**Placement by cell class**

Drawn at 6 px/µm. Fill, decap, tap and diode cells in gray.
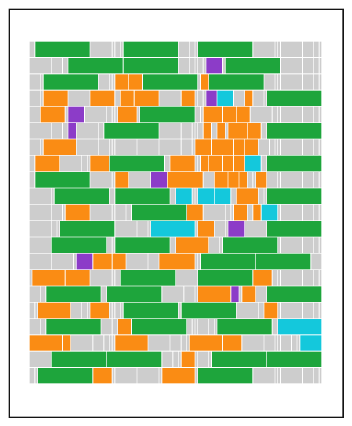
**Routed clock nets over the placement**

Drawn at 8 px/µm.
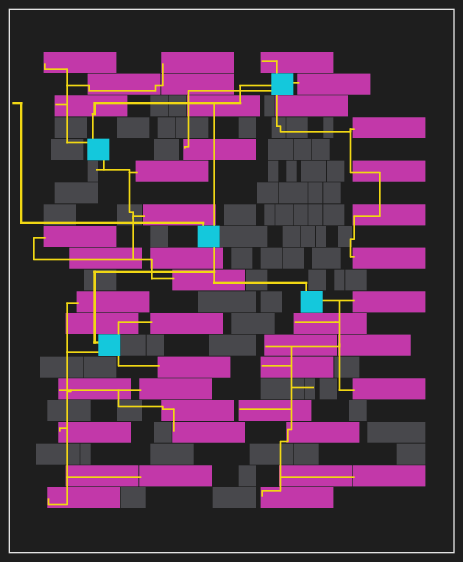
**The clock network**

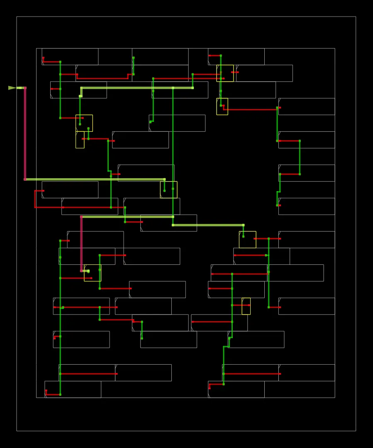
**Local utilization**

Drawn at 4 px/µm. The die is cut into 6 by 7 equal tiles; black is low, pale yellow is high, 0 to 100% covered.
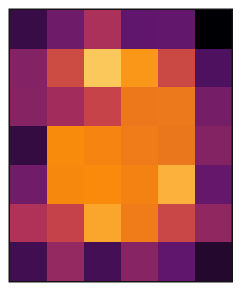
File: src/rtl/alu_seq_pkg.sv
// alu_seq_pkg: shared state encoding and opcode decode helpers for alu_seq_fsm.
package alu_seq_pkg;
  typedef enum logic [2:0] {IDLE, FETCH, LOAD_A, LOAD_B, EXEC, CAPTURE, WRITE, INCR} state_t;
  function automatic logic [31:0] nop_code(int w);
    return (32'd1 << w) - 32'd1;
  endfunction
  function automatic logic is_unary(logic [31:0] op, int w);
    return op[w-1];
  endfunction
endpackage

File: src/rtl/alu_seq_fsm_if.sv
// alu_seq_fsm_if: instruction request and datapath control bundle; aluDone exists only with ALU_SEQ_WAIT_EN.
interface alu_seq_fsm_if #(parameter int PARA_W = 6, parameter int OPC_W = 4);
  logic start;
  logic [OPC_W-1:0] opCode;
  logic [PARA_W-1:0] para1;
  logic [PARA_W-1:0] para2;
`ifdef ALU_SEQ_WAIT_EN
  logic aluDone;
`endif
  logic busy;
  logic done;
  logic fetch;
  logic [PARA_W-1:0] paraOut;
  logic aluIn1;
  logic aluIn2;
  logic [OPC_W-1:0] control;
  logic aluOutRegIn;
  logic aluOutRegOut;
  logic [PARA_W-1:0] regIn;
  logic incr;
  modport master (
`ifdef ALU_SEQ_WAIT_EN
    output aluDone,
`endif
    output start, opCode, para1, para2,
    input busy, done, fetch, paraOut, aluIn1, aluIn2, control, aluOutRegIn, aluOutRegOut, regIn, incr
  );
  modport slave (
`ifdef ALU_SEQ_WAIT_EN
    input aluDone,
`endif
    input start, opCode, para1, para2,
    output busy, done, fetch, paraOut, aluIn1, aluIn2, control, aluOutRegIn, aluOutRegOut, regIn, incr
  );
endinterface

File: src/rtl/alu_seq_fsm.sv
// alu_seq_fsm: ALU instruction sequencer; define ALU_SEQ_WAIT_EN to end EXEC on aluDone instead of a fixed cycle count.
module alu_seq_fsm
  import alu_seq_pkg::*;
#(
  parameter int PARA_W = 6,
  parameter int OPC_W = 4,
  parameter int EXEC_CYCLES = 1
) (
  input logic clk,
  input logic reset,
  alu_seq_fsm_if.slave bus
);
  localparam logic [OPC_W-1:0] NOP = OPC_W'(nop_code(OPC_W));
  state_t state, nxt;
  logic [OPC_W-1:0] op_q, op_n;
  logic [PARA_W-1:0] p1_q, p1_n, p2_q, p2_n;
  logic accept, exec_end;
`ifdef ALU_SEQ_WAIT_EN
  assign exec_end = bus.aluDone;
`else
  localparam int CW = EXEC_CYCLES > 1 ? $clog2(EXEC_CYCLES) : 1;
  localparam logic [CW-1:0] CNT_INIT = CW'(EXEC_CYCLES - 1);
  logic [CW-1:0] cnt, cnt_n;
  assign exec_end = cnt == '0;
  assign cnt_n = (nxt == EXEC && state != EXEC) ? CNT_INIT : (state == EXEC && cnt != '0) ? cnt - 1'b1 : cnt;
`endif
  always_comb begin
    accept = bus.start && (state == IDLE || state == INCR);
    op_n = accept ? bus.opCode : op_q;
    p1_n = accept ? bus.para1 : p1_q;
    p2_n = accept ? bus.para2 : p2_q;
    nxt = state;
    unique case (state)
      IDLE:    nxt = accept ? FETCH : IDLE;
      FETCH:   nxt = op_q == NOP ? INCR : LOAD_A;
      LOAD_A:  nxt = is_unary(32'(op_q), OPC_W) ? EXEC : LOAD_B;
      LOAD_B:  nxt = EXEC;
      EXEC:    nxt = exec_end ? CAPTURE : EXEC;
      CAPTURE: nxt = WRITE;
      WRITE:   nxt = INCR;
      INCR:    nxt = accept ? FETCH : IDLE;
      default: nxt = IDLE;
    endcase
  end
  // Outputs are registered from the next state so they line up with the state they decode.
  always_ff @(posedge clk or negedge reset) begin
    if (!reset) begin
      state <= IDLE;
      op_q <= '0;
      p1_q <= '0;
      p2_q <= '0;
`ifndef ALU_SEQ_WAIT_EN
      cnt <= '0;
`endif
      bus.busy <= 1'b0;
      bus.done <= 1'b0;
      bus.fetch <= 1'b0;
      bus.paraOut <= '0;
      bus.aluIn1 <= 1'b0;
      bus.aluIn2 <= 1'b0;
      bus.control <= '0;
      bus.aluOutRegIn <= 1'b0;
      bus.aluOutRegOut <= 1'b0;
      bus.regIn <= '0;
      bus.incr <= 1'b0;
    end else begin
      state <= nxt;
      op_q <= op_n;
      p1_q <= p1_n;
      p2_q <= p2_n;
`ifndef ALU_SEQ_WAIT_EN
      cnt <= cnt_n;
`endif
      bus.busy <= nxt != IDLE;
      bus.done <= nxt == INCR;
      bus.fetch <= nxt == FETCH;
      bus.paraOut <= nxt == LOAD_A ? p1_q : nxt == LOAD_B ? p2_q : '0;
      bus.aluIn1 <= nxt == LOAD_A;
      bus.aluIn2 <= nxt == LOAD_B;
      bus.control <= (nxt == EXEC || nxt == CAPTURE) ? op_q : '0;
      bus.aluOutRegIn <= nxt == CAPTURE;
      bus.aluOutRegOut <= nxt == WRITE;
      bus.regIn <= nxt == WRITE ? p1_q : '0;
      bus.incr <= nxt == INCR;
    end
  end
endmodule

File: src/flat_wrapper.sv
// flat-port wrapper written by rule: the top's interface ports become plain ports
module alu_seq_fsm_flat import alu_seq_pkg::*;
#(
  parameter int PARA_W = 6,
  parameter int OPC_W = 4,
  parameter int EXEC_CYCLES = 1
)
  (clk, reset, bus_start, bus_opCode, bus_para1, bus_para2, bus_busy, bus_done, bus_fetch, bus_paraOut, bus_aluIn1, bus_aluIn2, bus_control, bus_aluOutRegIn, bus_aluOutRegOut, bus_regIn, bus_incr);
  alu_seq_fsm_if #(.PARA_W(PARA_W), .OPC_W(OPC_W)) bus_i ();
  input logic clk;
  input logic reset;
  input wire logic [$bits(bus_i.start)-1:0] bus_start;
  input wire logic [$bits(bus_i.opCode)-1:0] bus_opCode;
  input wire logic [$bits(bus_i.para1)-1:0] bus_para1;
  input wire logic [$bits(bus_i.para2)-1:0] bus_para2;
  output wire logic [$bits(bus_i.busy)-1:0] bus_busy;
  output wire logic [$bits(bus_i.done)-1:0] bus_done;
  output wire logic [$bits(bus_i.fetch)-1:0] bus_fetch;
  output wire logic [$bits(bus_i.paraOut)-1:0] bus_paraOut;
  output wire logic [$bits(bus_i.aluIn1)-1:0] bus_aluIn1;
  output wire logic [$bits(bus_i.aluIn2)-1:0] bus_aluIn2;
  output wire logic [$bits(bus_i.control)-1:0] bus_control;
  output wire logic [$bits(bus_i.aluOutRegIn)-1:0] bus_aluOutRegIn;
  output wire logic [$bits(bus_i.aluOutRegOut)-1:0] bus_aluOutRegOut;
  output wire logic [$bits(bus_i.regIn)-1:0] bus_regIn;
  output wire logic [$bits(bus_i.incr)-1:0] bus_incr;
  assign bus_i.start = bus_start;
  assign bus_i.opCode = bus_opCode;
  assign bus_i.para1 = bus_para1;
  assign bus_i.para2 = bus_para2;
  assign bus_busy = bus_i.busy;
  assign bus_done = bus_i.done;
  assign bus_fetch = bus_i.fetch;
  assign bus_paraOut = bus_i.paraOut;
  assign bus_aluIn1 = bus_i.aluIn1;
  assign bus_aluIn2 = bus_i.aluIn2;
  assign bus_control = bus_i.control;
  assign bus_aluOutRegIn = bus_i.aluOutRegIn;
  assign bus_aluOutRegOut = bus_i.aluOutRegOut;
  assign bus_regIn = bus_i.regIn;
  assign bus_incr = bus_i.incr;
  alu_seq_fsm #(.PARA_W(PARA_W), .OPC_W(OPC_W), .EXEC_CYCLES(EXEC_CYCLES)) u_core (.clk(clk), .reset(reset), .bus(bus_i));
endmodule
File: config.mk
export PLATFORM = sky130hd
export DESIGN_NAME = alu_seq_fsm_flat
export DESIGN_NICKNAME = d
export VERILOG_FILES = /design/src/rtl/alu_seq_pkg.sv /design/src/rtl/alu_seq_fsm_if.sv /design/src/rtl/alu_seq_fsm.sv /design/src/flat_wrapper.sv
export SDC_FILE = /design/constraint.sdc
export NUM_CORES = 1
export LEC_CHECK = 0
export ABC_CLOCK_PERIOD_IN_PS = 1600
export CAP_MARGIN = 20
export CORE_ASPECT_RATIO = 1.25
export CORE_MARGIN = 3
export CORE_UTILIZATION = 55
export DETAILED_ROUTE_END_ITERATION = 12
export DONT_BUFFER_PORTS = 1
export PLACE_DENSITY_LB_ADDON = 0.15
export SLEW_MARGIN = 20
export SYNTH_ARGS = -nofsm -noshare
export SYNTH_HDL_FRONTEND = slang
export SYNTH_SLANG_ARGS = --single-unit
File: constraint.sdc
create_clock -name clk -period 1.6 [get_ports clk]
set_input_delay 0.32 -clock clk [delete_from_list [all_inputs] [get_ports clk]]
set_output_delay 0.32 -clock clk [all_outputs]
set_load 0.01 [all_outputs]
==> out/summary.log <==
INFO  floorplan      top_level_ports=43
INFO  yosys          mapped_cells=111
INFO  yosys          syn-num-nets=130
INFO  sta            timing.final.hold_violations=0
INFO  yosys          synth_top_area_share=64.1%
INFO  routing        route.detailed.wl_per_inst=17.4µm
INFO  power          power.internal=2.37mW
INFO  sta            fmax=684MHz
INFO  routing        drt_iter0_markers=24
INFO  sta            final.min_clock_period=1.46ns
INFO  critical_path  crit_path_max_incr_delay=0.45ns
INFO  placed_design  port-buffer-count=0
INFO  clocking       cts.root.buffer_cell=sky130_fd_sc_hd__clkbuf_4
INFO  power          power_density=1980nW/µm²
INFO  clocking       postCtsResizedCells=0
INFO  sta            max_slew.worst_pin.slew=0.323ns
INFO  grt            number_of_antenna_violations_at_the_first_check_in_global_routing=0
INFO  placed_design  preCtsSetupSlack=0.157ns
INFO  floorplan      fp-row-count=21
INFO  sta            finalSetupViolCount=0
INFO  critical_path  slowest_stage=sky130_fd_sc_hd__dfrtp_1
INFO  routing        dr_vias=892
INFO  critical_path  critical_path.endpoint_type=flop
INFO  clocking       largest_buffer_count_on_any_clock_path=2
INFO  grt            groute.usage.overall=16.7%
INFO  grt            grt-ovfl-total=0
INFO  worst_hold_path worstHoldPathType=primary input to flop
INFO  placed_design  post-dp-hpwl=1.94mm
INFO  critical_path  timing.critical_path.arrival=1.70ns
INFO  yosys          netlist.top_cell.by_instances=sky130_fd_sc_hd__dfrtp_1
INFO  yosys          synthXorXnorAreaFrac=0%
INFO  grt            grt_max_degree=44
INFO  finish         syn_to_final_growth=7.53%
INFO  critical_path  critPathLaunchType=flop
INFO  yosys          dominant_cells_by_area_after_synthesis=sky130_fd_sc_hd__dfrtp_1 64%, sky130_fd_sc_hd__mux2_4 8.1%, sky130_fd_sc_hd__mux2_2 4.7%, sky130_fd_sc_hd__and2_1 4.1%, sky130_fd_sc_hd__a22o_1 3.1%
INFO  floorplan      fp.dieH=67.8µm
INFO  finish         final_nets=141
INFO  yosys          mappedNetlistArea=1680µm²
INFO  finish         area_of_the_multi_input_gates=526µm²
INFO  placed_design  finalWeightedCongestion=0.877
INFO  run_status     status=finished, final reports clean
INFO  yosys          synthesis.yosys.warnings=0
INFO  yosys          ys_seq_elements=43
INFO  critical_path  timing.critical_path.required=1.84ns
INFO  power          power.switching=1.20mW
INFO  finish         post_route_cells_drive_above_1_share=28.5%
INFO  clocking       cts-hold-fix-buffers=2
INFO  yosys          synth.yosys.chip_area=1680µm²
INFO  finish         layoutNonFillerInstCount=157
INFO  clocking       htree_num_levels=2
INFO  flow_run       max_cap_viol_count=0
INFO  yosys          netlist.top_cell.by_area=sky130_fd_sc_hd__dfrtp_1
INFO  grt            grt_pass1_wl=4.53mm
INFO  placed_design  placed_cells_incl_taps=147
INFO  power          power_frac_seq=54.3%
INFO  power          power_frac_comb=32.1%
Back to the opening pictures, 'placement by cell class':
legend:
  cyan:
    class: remaining buffers and delay cells
    cells: 9
  purple:
    class: clock drivers and dummy loads
    cells: 8
  orange:
    class: remaining logic cells
    cells: 63
  green:
    class: registers
    cells: 43
post-route cell area: 1800 µm²
flip-flop and latch share of the layout cell area: 59.6%
Final Util: 64.8%

Back to the opening pictures, 'routed clock nets over the placement':
legend:
  cyan:
    item: clock-net drivers
    count: 5
  magenta:
    item: flip-flops
    count: 43
  yellow:
    item: clock wires
    length: 434 µm
flops lie: all over the die
part of the total power dissipated in the clock network: 13.5%
worst-case clock skew: 0.00337 ns
clock-net power: 0.483 mW
insertion delay to the later sink of the worst-skew pair: 0.34 ns

Back to the opening pictures, 'the clock network':
clock tree buffer count of the final layout: 7
count of clock tree sinks: 43
number of CTS-inserted buffers: 5

Back to the opening pictures, 'local utilization':
fullest tile: 88%
densest ninth of the die: center
nearly empty tiles: 2.4%
tiles over 75% full: 9.5%
emptiest ninth of the die: upper right
Initial Utilization: 60.2%
core region area: 2790 µm²

## state kept, by name, summed over array words and instances (netlist names)
signal	flops
u_core.bus.paraOut	6
u_core.bus.regIn	6
u_core.p1_q	6
u_core.p2_q	6
u_core.bus.control	4
u_core.op_q	4
u_core.state	3
u_core.bus.aluIn1	1
u_core.bus.aluIn2	1
u_core.bus.aluOutRegIn	1
u_core.bus.aluOutRegOut	1
u_core.bus.busy	1
u_core.bus.done	1
u_core.bus.fetch	1
u_core.cnt	1
## path summary, 6_finish.rpt
| check | startpoint | cells past startpoint | to | slack [ns] |
|---|---|---|---|---|
| min | bus_para2[2] | 1 | u_core.p2_q[2]$_DFFE_PN0P_ | 0.12 |
| min in group asynchronous | reset | 2 | u_core.p1_q[3]$_DFFE_PN0P_ | 0.42 |
| max in group asynchronous | reset | 2 | u_core.bus.aluOutRegIn$_DFF_PN0_ | 0.98 |
| max reg2reg | u_core.state[1]$_DFF_PN0_ | 4 | u_core.op_q[2]$_DFFE_PN0P_ | 0.14 |
| max | u_core.state[1]$_DFF_PN0_ | 4 | u_core.op_q[2]$_DFFE_PN0P_ | 0.14 |
| min reg2reg | u_core.p2_q[5]$_DFFE_PN0P_ | 1 | u_core.bus.paraOut[5]$_DFF_PN0_ | 0.51 |
## per-layer routing
| metal | up-vias | wire (µm) | part of all wire, % | GRT usage, % |
|---|---|---|---|---|
| met4 | 0 | 51 | 1.9 | 8.51 |
| met5 | - | 0 | 0 | 0 |
| met3 | 6 | 156 | 5.7 | 7.65 |
| met1 | 450 | 1100 | 40 | 16.4 |
| li1 | 407 | - | - | - |
| met2 | 29 | 1420 | 52 | 29.9 |
## cell usage in the layout, fill, tap and decap left out, drive strengths merged, types with 3 or more instances in the layout
master	Yosys	layout
clkbuf	0	7
inv	4	4
a22o	6	6
buf	5	8
dfrtp	43	43
and2	11	11
o21ai	4	4
nor3	4	4
nor2	4	4
mux2	16	16
nand2b	3	3
## stage by stage
step / power (mW) / cell area, µm² / hold WS, ns
6_report: 3.57 / 1800 / 0.117
3_3_place_gp: 3.04 / 1720 / 0.0252
4_1_cts: 3.61 / 1800 / 0.100
5_1_grt: 3.82 / 1800 / 0.0737
3_5_place_dp: 3.10 / 1720 / 0.0253
2_1_floorplan: 2.85 / 1680 / 0.0244
## power by group through the flow
stage                     clock (mW)  sequential (mW)  combinational [mW]
final                          0.483             1.94                1.15
after global routing           0.556             2.00                1.26
after CTS                      0.502             1.95                1.16
after detailed placement           0             1.97                1.12
after global placement             0             1.96                1.08
after floorplan                    0             1.86               0.998
## critical path, delay by kind of cell, from the launching register on
kind / cells / cell delay, ns
DFF: 1 / 0.45
muxes: 1 / 0.34
and+or+nand+nor: 1 / 0.22
buffers and inverters: 1 / 0.18
AOI/OAI and AO/OA: 1 / 0.17
## cells by family after synthesis
family / after synthesis
AOI/OAI and AO/OA: 16
muxes: 16
buffers and inverters: 9
and+or+nand+nor: 27
DFF: 43
## layout make-up
type                       count  area share (%)
tap                           34            2.36
clock buffer                   7            2.50
clock inverter                 1           0.277
multi-input combinational     59            29.1
inverter                       4           0.832
sequential                    43            59.6
timing repair buffer           9            5.27
No activity file was given, so power comes from the tool's default toggle rates.
